File: config.mk
export PLATFORM = sky130hd
export DESIGN_NAME = axis_video_timing_tx
export DESIGN_NICKNAME = d
export VERILOG_FILES = /design/src/rtl/axis_video_timing_tx.sv
export SDC_FILE = /design/constraint.sdc
export NUM_CORES = 1
export LEC_CHECK = 0
export ABC_AREA = 0
export CAP_MARGIN = 20
export CORE_UTILIZATION = 41
export CTS_CLUSTER_DIAMETER = 200
export DETAILED_ROUTE_END_ITERATION = 10
export GPL_TIMING_DRIVEN = 0
export PLACE_DENSITY = 0.72
export RECOVER_POWER = 100
export SLEW_MARGIN = 20
export SYNTH_ARGS = -nofsm -noshare
export SYNTH_HDL_FRONTEND = slang
export SYNTH_SLANG_ARGS = --single-unit
File: constraint.sdc
create_clock -name px_clk_i -period 2.2 [get_ports px_clk_i]
set_clock_uncertainty 0.1 [all_clocks]
set_input_delay 0.33 -clock px_clk_i [delete_from_list [all_inputs] [get_ports px_clk_i]]
set_output_delay 0.33 -clock px_clk_i [all_outputs]
set_load 0.03 [all_outputs]
File: src/rtl/axis_video_timing_tx.sv
// AXI4-Stream video to raster timing front-end for the TMDS encoders.
// Tracks frame lock, flags underflow and misplaced tuser/tlast, re-locks on frame wrap.
module axis_video_timing_tx #(
    parameter int X_RES    = 1920,
    parameter int Y_RES    = 1080,
    parameter int H_FP     = 88,
    parameter int H_SYNC   = 44,
    parameter int H_BP     = 148,
    parameter int V_FP     = 4,
    parameter int V_SYNC   = 5,
    parameter int V_BP     = 36,
    parameter int PX_WIDTH = 10,
    parameter int CHANNELS = 3,
    parameter int HS_POL   = 1,
    parameter int VS_POL   = 1
) (
    input  logic                         px_clk_i,
    input  logic                         rst_n_i,
    input  logic [CHANNELS*PX_WIDTH-1:0] video_i_tdata,
    input  logic                         video_i_tvalid,
    output logic                         video_i_tready,
    input  logic                         video_i_tuser,
    input  logic                         video_i_tlast,
    output logic [CHANNELS*PX_WIDTH-1:0] px_data_o,
    output logic                         de_o,
    output logic                         hsync_o,
    output logic                         vsync_o,
    output logic                         locked_o,
    output logic                         underflow_o,
    output logic                         align_err_o
);

    localparam int H_TOTAL = X_RES + H_FP + H_SYNC + H_BP;
    localparam int V_TOTAL = Y_RES + V_FP + V_SYNC + V_BP;
    localparam int HW      = $clog2(H_TOTAL);
    localparam int VW      = $clog2(V_TOTAL);
    localparam int DW      = CHANNELS * PX_WIDTH;

    localparam logic [HW-1:0] H_LAST = HW'(H_TOTAL - 1);
    localparam logic [HW-1:0] H_ACT  = HW'(X_RES);
    localparam logic [HW-1:0] H_EOL  = HW'(X_RES - 1);
    localparam logic [HW-1:0] H_SS   = HW'(X_RES + H_FP);
    localparam logic [HW-1:0] H_SE   = HW'(X_RES + H_FP + H_SYNC);

    localparam logic [VW-1:0] V_LAST = VW'(V_TOTAL - 1);
    localparam logic [VW-1:0] V_ACT  = VW'(Y_RES);
    localparam logic [VW-1:0] V_SS   = VW'(Y_RES + V_FP);
    localparam logic [VW-1:0] V_SE   = VW'(Y_RES + V_FP + V_SYNC);

    localparam logic HS_ON = (HS_POL != 0);
    localparam logic VS_ON = (VS_POL != 0);

    typedef enum logic {
        SEEK,
        LOCKED
    } state_t;

    state_t state_q;
    state_t state_d;

    logic [HW-1:0] h_cnt;
    logic [VW-1:0] v_cnt;

    logic h_wrap;
    logic v_wrap;
    logic active;
    logic hs_c;
    logic vs_c;
    logic sof_pos;
    logic eol_pos;
    logic misalign;
    logic tready_c;
    logic accept;
    logic underflow_c;
    logic align_c;

    assign h_wrap  = (h_cnt == H_LAST);
    assign v_wrap  = (v_cnt == V_LAST);
    assign active  = (h_cnt < H_ACT) && (v_cnt < V_ACT);
    assign hs_c    = (h_cnt >= H_SS) && (h_cnt < H_SE);
    assign vs_c    = (v_cnt >= V_SS) && (v_cnt < V_SE);
    assign sof_pos = (h_cnt == '0) && (v_cnt == '0);
    assign eol_pos = (h_cnt == H_EOL);

    // Depends only on sideband bits and position, never on tvalid.
    assign misalign = active &&
                      ((video_i_tuser != sof_pos) ||
                       (video_i_tlast != eol_pos));

    always_ff @(posedge px_clk_i) begin
        if (!rst_n_i) begin
            h_cnt <= '0;
            v_cnt <= '0;
        end else if (h_wrap) begin
            h_cnt <= '0;
            v_cnt <= v_wrap ? '0 : v_cnt + 1'b1;
        end else begin
            h_cnt <= h_cnt + 1'b1;
        end
    end

    always_comb begin
        state_d     = state_q;
        tready_c    = 1'b0;
        underflow_c = 1'b0;
        align_c     = 1'b0;
        unique case (state_q)
            SEEK: begin
                // Flush non-SOF beats; hold SOF until the frame wrap.
                tready_c = !video_i_tuser;
                if (video_i_tvalid && video_i_tuser && h_wrap && v_wrap)
                    state_d = LOCKED;
            end
            LOCKED: begin
                tready_c = active && !misalign;
                if (active && !video_i_tvalid) begin
                    underflow_c = 1'b1;
                    state_d     = SEEK;
                end else if (video_i_tvalid && misalign) begin
                    align_c = 1'b1;
                    state_d = SEEK;
                end
            end
        endcase
    end

    assign video_i_tready = rst_n_i && tready_c;
    assign accept         = video_i_tvalid && tready_c;

    always_ff @(posedge px_clk_i) begin
        if (!rst_n_i) begin
            state_q     <= SEEK;
            px_data_o   <= '0;
            de_o        <= 1'b0;
            hsync_o     <= ~HS_ON;
            vsync_o     <= ~VS_ON;
            locked_o    <= 1'b0;
            underflow_o <= 1'b0;
            align_err_o <= 1'b0;
        end else begin
            state_q     <= state_d;
            de_o        <= active;
            hsync_o     <= hs_c ? HS_ON : ~HS_ON;
            vsync_o     <= vs_c ? VS_ON : ~VS_ON;
            locked_o    <= (state_q == LOCKED);
            underflow_o <= underflow_c;
            align_err_o <= align_c;
            // Beats flushed while seeking are shown as black.
            px_data_o   <= (state_q == LOCKED && accept) ?
                           video_i_tdata : DW'(0);
        end
    end

endmodule
### Signal wires on met1, run 1

Bar = 20 um. Cells faint in the background.
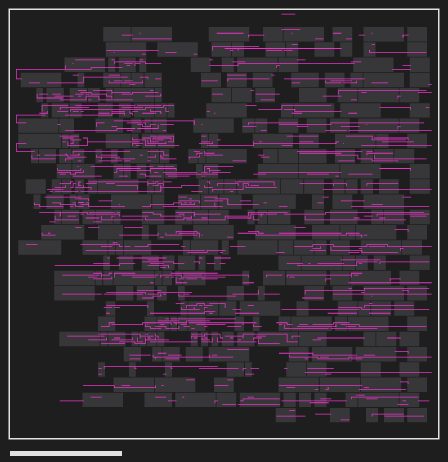
wire length on this layer: 2,410 um
main direction: horizontal
share of all routed wire: 48%
nets with wire on the layer: 315
overall routed net length: 4980 um
met1 Usage GRT: 23.5%
DR vias: 1,862

### Close-up of the layout, run 1

Bar = 5 um. Region (47, 47) to (67, 67) um. Cells in gray, sequential cells in the stronger gray; small squares are vias.
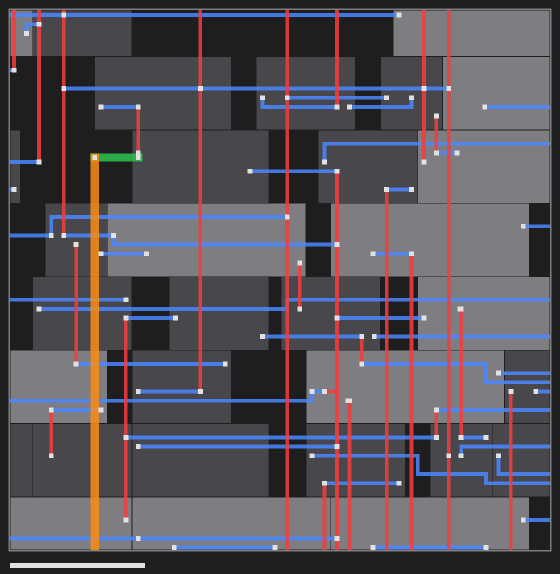
| layer | color |
|---|---|
| met2 | red |
| met3 | green |
| met1 | blue |
| met4 | orange |
cells with their middle in the window: 27
sequential cells in the window: 10
most frequent: dfxtp_1 (10), clkdlybuf4s50_1 (6)
netlist names of flops here include: `px_data_o` (10)

### Track usage over the die, run 1

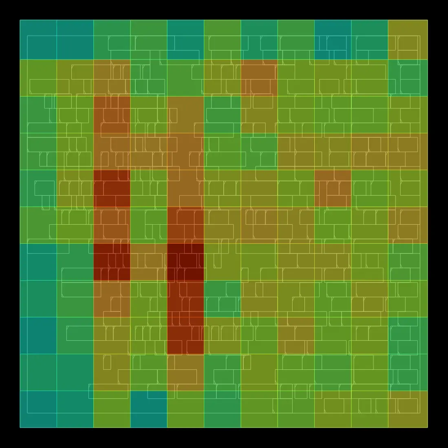
met3 GRT Util: 4.31%
post-layout util: 63.9%
busiest grt layer: met2
Global Route met2 Usage: 27.7%
routed length per placed instance: 12.6 um

==> Slide: Implementation Results, run 1 <==
Key Metrics from the Run

Logic synthesis
  – Top cells by count: 60 x dfxtp_1, 30 x and2_1, 29 x nor2_1, 14 x nand2_1, 14 x xor2_1
  – Syn Inst Count: 233
  – Synth Area in XOR/XNOR: between 8 and 9%
  – Mux frac, synth: 0.496%
  – Floorplan net count: about 270
  – Syn Area/Cell: around 9.7 sq um

Detailed routing
  – Met2 WL: between 2000 and 2500 um
  – Drt drc: 0

Floorplan
  – Die Span Y: 76.4 um
  – Core region area: around 0.0052 sq mm
  – Row cnt: 26

Cells and area
  – Logic area: 0.00102 sq mm
  – Area Growth Syn to Fin: 46.6%
  – Most instantiated logic cell after routing: dfxtp_1
  – Flop area: 0.00120 sq mm

Global route
  – Global route overflow: 0
  – Global Route Usage Sum: roughly 18%

Timing
  – WHS: about 370 ps
  – Fmax: around 360 MHz
  – Fin worst setup slack: -606 ps
  – Final setup fails: 32
  – Period minus WS final: ~2800 ps

Placement
  – RD Place Congestion: about 0.78

Clocking
  – CTS Buf Count: 9
  – Post-CTS Resized: 12
  – Number of setup buffers added after CTS: 4

Run status
  – Violated checks: negative setup slack
  – Outcome: finished, violations left

Worst setup path
  – Crit path kind: reg2out

Hold path
  – Cell count of the worst hold path: 1

Power and ir drop
  – Power consumption: around 2100 uW
## run 1: registers in the layout (all words and copies together) (netlist names)
signal       cells
align_err_o      1
de_o             1
h_cnt           12
hsync_o          1
locked_o         1
px_data_o       30
state_q          1
underflow_o      1
v_cnt           11
vsync_o          1
## run 1: through the flow
step / cell area [sq um] / instances
4_1_cts: 3310 / 393
5_1_grt: 3330 / 394
2_1_floorplan: 2290 / 233
6_report: 3330 / 394
3_5_place_dp: 3090 / 374
3_3_place_gp: 3090 / 374
## run 1: power by group
part           leakage, uW  total (uW)  internal [uW]  switching [uW]
clock network    0.0000872         877            459             418
registers         0.000486        1100           1090            5.09
logic             0.000836         115           71.6            43.0
## run 1: worst max path at each step
stage | start | end | slack, ps | cells after the start
2_1_floorplan | v_cnt[9]$_SDFFE_PN0N_ | video_i_tready | -310 | 5
3_5_place_dp | v_cnt[9]$_SDFFE_PN0N_ | video_i_tready | -970 | 6
3_3_place_gp | v_cnt[9]$_SDFFE_PN0N_ | video_i_tready | -950 | 6
4_1_cts | v_cnt[9]$_SDFFE_PN0N_ | video_i_tready | -650 | 6
6_report | v_cnt[9]$_SDFFE_PN0N_ | video_i_tready | -610 | 6
5_1_grt | v_cnt[9]$_SDFFE_PN0N_ | video_i_tready | -680 | 6
## run 1: routing by layer
layer | track usage (%) | vias to the layer above
li1 | - | 958
met1 | 23.5 | 818
met2 | 27.7 | 75
met3 | 4.31 | 11
met4 | 12.7 | 0
met5 | 0 | -
## run 1: area by class of cell
class	count	share of cell area, %
Buffer	8	1.62
Clock buffer	11	4.55
Clock inverter	4	0.752
Inverter	6	0.677
Multi-Input combinational cell	158	30.8
Sequential cell	60	36.2
Tap cell	70	2.63
Timing Repair Buffer	77	22.8
### Wire density map, run 1

The die is cut into 15 by 15 equal tiles; white is low, dark blue is high, scaled to the fullest tile. Values are wire area over tile area, all layers added.
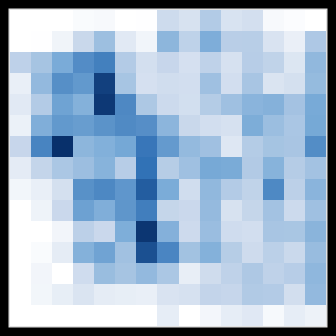

==> run 1 -> run 2 <==
CORE_ASPECT_RATIO = 0.9   (was not set)
CTS_CLUSTER_DIAMETER = 150   (was 200)
### Wire density map, run 2

The die is cut into 16 by 15 equal tiles; white is low, dark blue is high, scaled to the fullest tile. Values are wire area over tile area, all layers added.
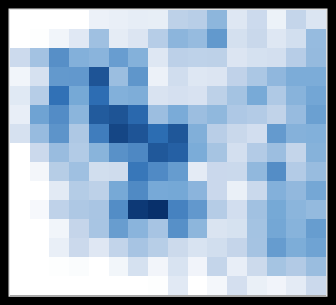
tiles over half the peak: 20%
mean over tiles: 0.14
emptiest ninth of the die: south-west
fullest tile: 0.44
densest ninth of the die: center
nearly empty tiles: 12%
Global Route Usage Sum: 18.4%
routed length per placed instance: 12.9 um

==> Slide: Implementation Results, run 2 <==
Key Metrics from the Run

Logic synthesis
  – Top cells by count: 60 x dfxtp_1, 30 x and2_1, 29 x nor2_1, 14 x nand2_1, 14 x xor2_1
  – Mapped cell area: between 0.002 and 0.0025 sq mm
  – Distinct lib cells used: 32
  – Syn Area/Cell: 9.74 sq um (unchanged)
  – Floorplan net count: 272 (unchanged)
  – Syn Inst Count: 233 (unchanged)

Cells and area
  – Post-layout util: 64.2% (+0.25 points)
  – Max reg flops: 30 (unchanged)
  – Most instantiated logic cell after routing: dfxtp_1
  – Largest registers: px_data_o (30), h_cnt (12), v_cnt (11)
  – Area Growth Syn to Fin: 49.4%
  – Final instance area: 0.00339 sq mm (+2.0%)

Clocking
  – Clock Latency Late Sink: 330 ps
  – CTS Buf Count: 9 (unchanged)

Placement
  – DP HPWL: between 3000 and 4000 um
  – Post-DP Area: 0.00309 sq mm (-0.12%)
  – RD Place Congestion: 0.805 (+3.5%)

Timing
  – Final setup fails: 32 (unchanged)
  – Period minus WS final: 2800 ps (-2.22 ps)
  – Fin worst setup slack: -604 ps (+2.22 ps)
  – Fmax: 357 MHz (about the same)

Floorplan
  – Row cnt: 25 (-3.8%)
  – Core region area: 0.00529 sq mm (+1.6%)
  – Die Span Y: 72.6 um (-5.0%)

Power and ir drop
  – Power consumption: 2170 uW (+3.7%)

Global route
  – Global route overflow: 0 (unchanged)
  – Met3 GRT Util: 7.12% (+2.8 points)
  – Global Route met2 Usage: 29.0% (+1.3 points)
  – Busiest grt layer: met2

Detailed routing
  – Overall routed net length: 5070 um (+1.9%)
  – Met2 WL: 2270 um (+5.1%)
  – Drt drc: 0 (unchanged)

Run status
  – Violated checks: negative setup slack
  – Outcome: finished, violations left

Hold path
  – Hold Crit Start: h_cnt[0]$_SDFF_PP0_
  – Cell count of the worst hold path: 1 (unchanged)

Worst setup path
  – CP Depth: 6 (unchanged)
  – Worst EP required: 1770 ps
### Signal wires on met1, run 2

Bar = 20 um. Cells faint in the background.
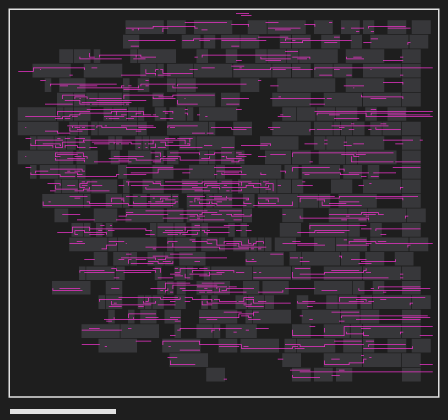
wire length on this layer: 2,350 um
share of all routed wire: 46%
DR vias: 1,894
met1 Usage GRT: 23.3%

run 2: what timing repair did:
item | CTS | global route
setup endpoints to repair | 42 | 34
setup buffers | 7 | 1
cloned | 1 | 1
gates resized | 13 | 14
pin swaps | 4 | 2
run 2: power breakdown:
part,total (uW),switching [uW],internal (uW)
Sequential,1100,4.98,1090
Clock,952,430,522
Combinational,117,43.4,73.1
run 2: metrics by stage:
| step | setup slack (ps) | cells |
|---|---|---|
| after floorplan | -312 | 233 |
| after global placement | -935 | 371 |
| after detailed placement | -937 | 371 |
| after CTS | -651 | 395 |
| after global routing | -684 | 394 |
| final | -604 | 394 |
run 2: how the worst max path moves through the flow:
| stage | from | end | slack (ps) |
|---|---|---|---|
| 6_report | v_cnt[9]$_SDFFE_PN0N_ | video_i_tready | -600 |
| 3_5_place_dp | v_cnt[9]$_SDFFE_PN0N_ | video_i_tready | -940 |
| 4_1_cts | v_cnt[9]$_SDFFE_PN0N_ | video_i_tready | -650 |
| 2_1_floorplan | v_cnt[9]$_SDFFE_PN0N_ | video_i_tready | -310 |
| 5_1_grt | h_cnt[0]$_SDFF_PP0_ | video_i_tready | -680 |
| 3_3_place_gp | v_cnt[9]$_SDFFE_PN0N_ | video_i_tready | -930 |
run 2: cell type report:
cell class / count / area (sq um)
well taps: 67 / 83.8
flip-flops and latches: 60 / 1210
clock buffers: 10 / 128
clock inverters: 6 / 63.8
repair buffers: 81 / 795
fillers: 425 / 1890
plain buffers: 6 / 38.8
multi-input cells: 158 / 1050
inverters: 6 / 22.5
run 2: cells by family after synthesis:
logic type / synth area share, %
XOR/XNOR: 8.10
flip-flops: 52.9
AND/OR/NAND/NOR: 29.9
multiplexers: 0.496
AND-OR/OR-AND: 2.92
buffers and inverters: 3.47
adder cells (fa/ha/maj): 2.21
Power and IR drop assume default switching activity.
